### config.mk
export PLATFORM = sky130hd
export DESIGN_NAME = diff_operand_loader
export DESIGN_NICKNAME = d
export VERILOG_FILES = /design/src/rtl/diff_operand_loader.sv
export SDC_FILE = /design/constraint.sdc
export NUM_CORES = 1
export LEC_CHECK = 0
export CORE_ASPECT_RATIO = 0.6
export CORE_MARGIN = 5
export CORE_UTILIZATION = 53
export DETAILED_ROUTE_END_ITERATION = 16
export PLACE_DENSITY = 0.86
export SLEW_MARGIN = 20
export SYNTH_ARGS = -nofsm -noshare
export SYNTH_HDL_FRONTEND = slang
export SYNTH_SLANG_ARGS = --single-unit
### constraint.sdc
create_clock -name clk -period 3.7 [get_ports clk]
set_input_delay 0.925 -clock clk [delete_from_list [all_inputs] [get_ports clk]]
set_output_delay 0.925 -clock clk [all_outputs]
set_load 0.1 [all_outputs]
### src/rtl/diff_operand_loader.sv
// diff_operand_loader
// Assembles two OP_W-bit operands (A, then B) from a byte stream, presents
// them to the combinational diff unit for one EVAL cycle, then captures the
// diff index and an equality flag behind a valid/ready result handshake.
// Optional build macro: DIFF_LOADER_MSB_FIRST_EN -- when defined, the first
// byte of each operand fills the most significant lane (big-endian fill).
module diff_operand_loader #(
  parameter int OP_W  = 32,
  parameter int CNT_W = 16
) (
  input  logic             clk,
  input  logic             rst_n,
  input  logic             clear,
  input  logic             in_valid,
  input  logic [7:0]       in_data,
  output logic             in_ready,
  output logic [OP_W-1:0]  op_a,
  output logic [OP_W-1:0]  op_b,
  output logic             op_valid,
  input  logic [4:0]       diff_in,
  output logic             res_valid,
  input  logic             res_ready,
  output logic [4:0]       res_diff,
  output logic             res_equal,
  output logic [CNT_W-1:0] res_count
);

  localparam int LANES = OP_W / 8;
  localparam int IDX_W = (LANES > 1) ? $clog2(LANES) : 1;
  localparam logic [IDX_W-1:0] IDX_LAST = IDX_W'(LANES - 1);

  typedef enum logic [1:0] {LOAD_A, LOAD_B, EVAL, HOLD} state_t;

  state_t           state_reg;
  logic [IDX_W-1:0] idx_reg;
  logic [IDX_W-1:0] lane_idx;
  logic [LANES-1:0] lane_sel;
  logic             accept;

  // in_ready is a registered copy of "state is LOAD_A or LOAD_B", so a byte
  // can only be taken while loading.
  assign accept = in_valid & in_ready;

  // idx always counts up; the fill order only changes which lane it maps to.
`ifdef DIFF_LOADER_MSB_FIRST_EN
  assign lane_idx = IDX_LAST - idx_reg;
`else
  assign lane_idx = idx_reg;
`endif

  genvar gi;
  generate
    for (gi = 0; gi < LANES; gi++) begin : g_lane
      assign lane_sel[gi] = (lane_idx == IDX_W'(gi));
    end
  endgenerate

  // Operand capture: an accepted byte lands in the selected lane of A or B;
  // operands otherwise persist across EVAL, HOLD and clear.
  always_ff @(posedge clk or negedge rst_n) begin
    if (!rst_n) begin
      op_a <= '0;
      op_b <= '0;
    end else if (!clear && accept) begin
      for (int l = 0; l < LANES; l++) begin
        if (lane_sel[l]) begin
          if (state_reg == LOAD_A) op_a[l*8 +: 8] <= in_data;
          else                     op_b[l*8 +: 8] <= in_data;
        end
      end
    end
  end

  // Control FSM with registered handshake outputs and result capture.
  always_ff @(posedge clk or negedge rst_n) begin
    if (!rst_n) begin
      state_reg <= LOAD_A;
      idx_reg   <= '0;
      in_ready  <= 1'b1;
      op_valid  <= 1'b0;
      res_valid <= 1'b0;
      res_diff  <= '0;
      res_equal <= 1'b0;
      res_count <= '0;
    end else if (clear) begin
      // Abort: restart loading, keep operands, last result and count.
      state_reg <= LOAD_A;
      idx_reg   <= '0;
      in_ready  <= 1'b1;
      op_valid  <= 1'b0;
      res_valid <= 1'b0;
    end else begin
      case (state_reg)
        LOAD_A: begin
          if (accept) begin
            if (idx_reg == IDX_LAST) begin
              idx_reg   <= '0;
              state_reg <= LOAD_B;
            end else begin
              idx_reg <= idx_reg + IDX_W'(1);
            end
          end
        end
        LOAD_B: begin
          if (accept) begin
            if (idx_reg == IDX_LAST) begin
              idx_reg   <= '0;
              state_reg <= EVAL;
              in_ready  <= 1'b0;
              op_valid  <= 1'b1;
            end else begin
              idx_reg <= idx_reg + IDX_W'(1);
            end
          end
        end
        EVAL: begin
          res_diff  <= diff_in;
          res_equal <= (op_a == op_b);
          op_valid  <= 1'b0;
          res_valid <= 1'b1;
          state_reg <= HOLD;
        end
        HOLD: begin
          if (res_ready) begin
            res_count <= res_count + CNT_W'(1);
            res_valid <= 1'b0;
            in_ready  <= 1'b1;
            state_reg <= LOAD_A;
          end
        end
        default: begin
          state_reg <= LOAD_A;
          idx_reg   <= '0;
          in_ready  <= 1'b1;
          op_valid  <= 1'b0;
          res_valid <= 1'b0;
        end
      endcase
    end
  end

endmodule

Figure 1. Wires at chosen ports, followed through buffers.
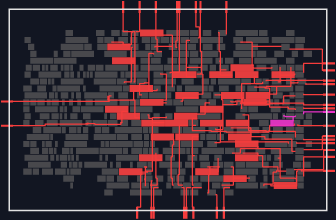
magenta -> res_equal  # direction output, end cells 1, buffers 1, wire 16.5 um
red -> op_a  # direction output, end cells 32, buffers 32, wire 1370 um
io pins: 107
# port buffers: 106

Figure 2. Sequential cells coloured by netlist name.
The bar under the picture is 20 um long.
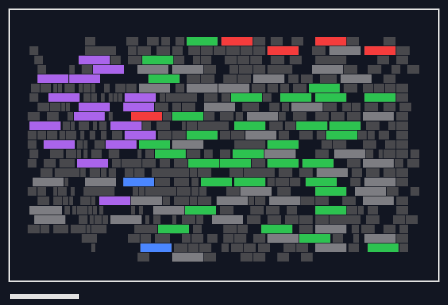
green -> op_a  # sequential cells 32
red -> res_diff  # sequential cells 5
purple -> res_count  # sequential cells 16
blue -> idx_reg  # sequential cells 2
register share of the cell area: 41.9%
fin util: 74.9%
Seq. cell area: 2330 um2

Figure 3. Drive-strength map.
The bar under the picture is 20 um long.
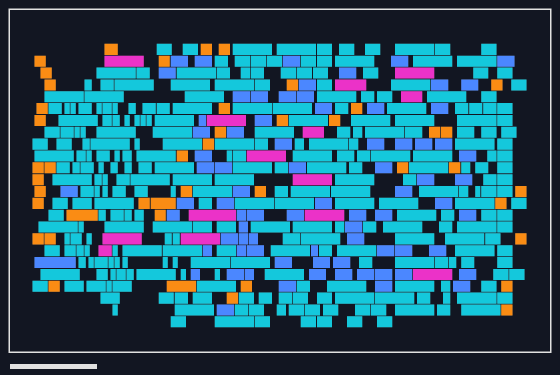
cyan -> x1 and smaller  # cells 294, share 68%, most used dfrtp_1
blue -> x2  # cells 78, share 18%, most used mux2_2
magenta -> x6 and larger  # cells 14, share 3.3%, most used clkbuf_16
orange -> x3 and x4  # cells 44, share 10%, most used buf_4
fin worst setup slack: 0.868 ns
post-route cell area: 5560 um2
area added between synthesis and finish: 34.4%
Non-clk bufs: 108

==> deck_impl_summary.md <==
Run Summary

Floorplanning
  – DIE AREA: slightly below 10000 um2
  – Die width: 124 um
  – Die Ht: just under 80 um
  – Core Util at FP: a little under three fifths
  – Core Area: 7420 um2

Worst setup path
  – WP data required: 2.77 ns
  – Worst path bufs/invs: 1
  – Slowest cell on crit path: clkdlybuf4s50_1
  – CP Class: reg2out
  – Max incr delay on CP: 1.16 ns
  – Worst Path Max Fanout: 3
  – Setup crit end kind: primary output
  – Ordered list of cells on the worst path: clkdlybuf4s50_1
  – Worst EP arrival: ~1.9 ns

Yosys
  – Syn_area_per_cell: 13.4 um2
  – Syn Inst Count: 308
  – Netlist cell types: 31
  – FA/HA/MAJ Cells, Area Fraction: between 2 and 3%
  – Synth Area in XOR/XNOR: 10.2%
  – Ys flops: around 93
  – Main logic family: multiplexers
  – Ys Warns: 0
  – Aoi share: between 2 and 2.5%
  – Yosys stat area: between 4000 and 5000 um2
  – Sequential fraction of the synthesis area: 56.3%
  – Mux area share: 19.1%
  – Post-Syn Area: 4130 um2
  – Synthesized Nets: around 340
  – Cell count listed in synth_stat.txt: 308

Outcome
  – Outcome: finished, final reports clean

Drt
  – Pre-Repair DR Iteration Count: 4
  – Remaining antenna violation count: 0
  – Routed wire per std cell: 18.7 um
  – Vias per cell: 5.29
  – Drt initial violations: 124

CTS
  – Post-CTS sizing: 0
  – Setup Buffers After CTS: 0
  – Clk latency late pin: 0.34 ns
  – CTS tree: done
  – Clock Sinks: 93
  – CTS root buffer: clkbuf_16
  – Clk pin slew, worst setup/hold paths: roughly 0.06 ns
  – H-tree depth: 3
  – Clk buf depth: 2

Final timing
  – Slew headroom: approximately a third
  – Slew at the pin with the worst max-slew slack: ~0.99 ns
  – Max-slew violations: 0
  – Final setup vio count: 0
  – Total Neg Setup Slack: 0 ns
  – Unrepaired setup endpoints after global routing: no
  – Peak Freq: approximately 350 MHz
  – Final Critical Period: 2.83 ns
  – Final Hold Fails: 0
  – Tcrit/Tclk final: 76.5%

Global route
  – GR Overflow Total: 0
  – Largest net degree at the start of global routing: between 40 and 50
  – First-pass GRT wire length: ~16 mm
  – Vias in the first global route: 3023
  – Initial antenna violation count: 0

Layout
  – # fillers: 500
  – Commonest Layout Cell: dfrtp_1
  – Share of post-route cells with drive strength above 1: about a third
  – Top Layout Cells: dfrtp_1 (92), clkdlybuf4s50_1 (67), mux2_2 (66)
  – N_diodes: 0
  – Top Registers: op_a: 32 flops, op_b: 32 flops, res_count: 16 flops
  – Layout Nets: 452

Placed design
  – Final Wtd Congestion: around 0.86
  – Dpl hpwl: 7.32 mm
  – Area after DPL: 5250 um2
  – Dpl ws: 0.869 ns

Job
  – OpenROAD warning count: 32
  – MaxCap Viol Count: 0
Figure 4. The clock network.
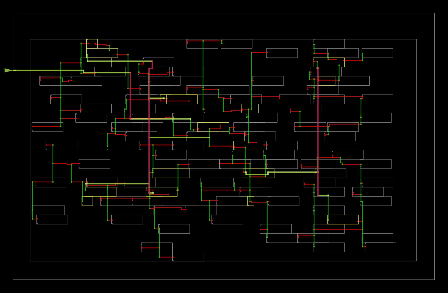
clock tree skew after final layout: 0.00696 ns
Num CTS Buffers: 9

Figure 5. Wiring by layer.
The bar under the picture is 20 um long.
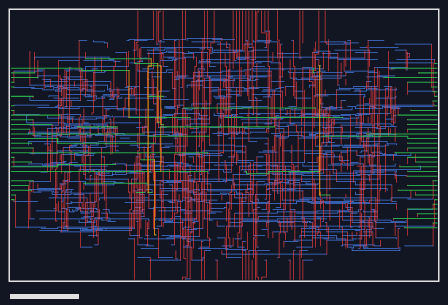
green -> M3  # wire length 883 um
orange -> M4  # wire length 159 um
blue -> M1  # wire length 4390 um
red -> M2  # wire length 4570 um
via count: 2825
GRT Util Overall: 21.5%

## synthesized netlist by cell type
library cell | n | area share, %
a21oi_1 | 4 | 0.48
a22oi_1 | 1 | 0.18
a31o_2 | 1 | 0.21
and3_1 | 2 | 0.30
buf_2 | 1 | 0.12
clkbuf_1 | 1 | 0.091
dfrtp_1 | 92 | 56
dfstp_2 | 1 | 0.64
ha_1 | 9 | 2.7
inv_1 | 10 | 0.91
mux2_1 | 4 | 1.1
mux2_2 | 66 | 18
nand2_1 | 11 | 1.0
nand2_2 | 8 | 1.2
nand2b_1 | 1 | 0.15
nand3_1 | 8 | 0.97
nand3b_4 | 1 | 0.48
nand4_1 | 7 | 1.1
nor2_1 | 15 | 1.4
nor2b_1 | 1 | 0.15
nor3_1 | 3 | 0.36
nor3_4 | 1 | 0.39
nor3b_4 | 1 | 0.45
nor4_1 | 4 | 0.61
o21ai_0 | 2 | 0.24
o21bai_1 | 1 | 0.18
o22ai_1 | 1 | 0.15
o31ai_1 | 1 | 0.18
o32ai_1 | 2 | 0.42
xnor2_1 | 22 | 4.7
xor2_1 | 26 | 5.5
## worst reg2reg max path, cell delays in order (launching register included)
cell     delay, ns
dfrtp_1       0.48
inv_1         0.12
ha_1          0.29
nor3b_4       0.35
nand2_2       0.26
mux2_1        0.37
## per-layer routing
layer	routed length, um	track usage, %
met1	4390	28.5
met2	4570	33.9
met3	883	6.97
met4	159	7.10
met5	0	0
## area by class of cell
type | count | area (um2) | area share [%]
clock inverter | 5 | 57.6 | 1.04
timing repair buffer | 108 | 991 | 17.8
clock buffer | 11 | 253 | 4.55
multi-input combinational | 203 | 1760 | 31.6
sequential | 93 | 2330 | 41.9
tap | 104 | 130 | 2.34
inverter | 10 | 37.5 | 0.676
## final timing paths
path / startpoint / endpoint / slack [ns] / cells past startpoint
worst max register to register: state_reg[1] / op_a[31] / 1.73 / 5
worst min-delay path: res_count[15] / res_count[15] / 0.48 / 1
max in group asynchronous: rst_n / in_ready / 2.38 / 2
worst min register to register: res_count[15] / res_count[15] / 0.48 / 1
min in group asynchronous: rst_n / op_b[7] / 0.59 / 1
worst max-delay path: op_a[6] / op_a[6] / 0.87 / 1
## logic make-up after synthesis
family | after synthesis
xor gates and xnor gates | 48
adders and majority gates | 9
AOI/OAI and AO/OA | 13
DFF | 93
buffers and inverters | 12
and+or+nand+nor | 63
muxes | 70
## through the flow
step	hold slack (ns)	instances
global placement	0.457	518
floorplan	0.505	308
CTS	0.487	534
global route	0.508	534
detailed placement	0.472	518
finish	0.483	534
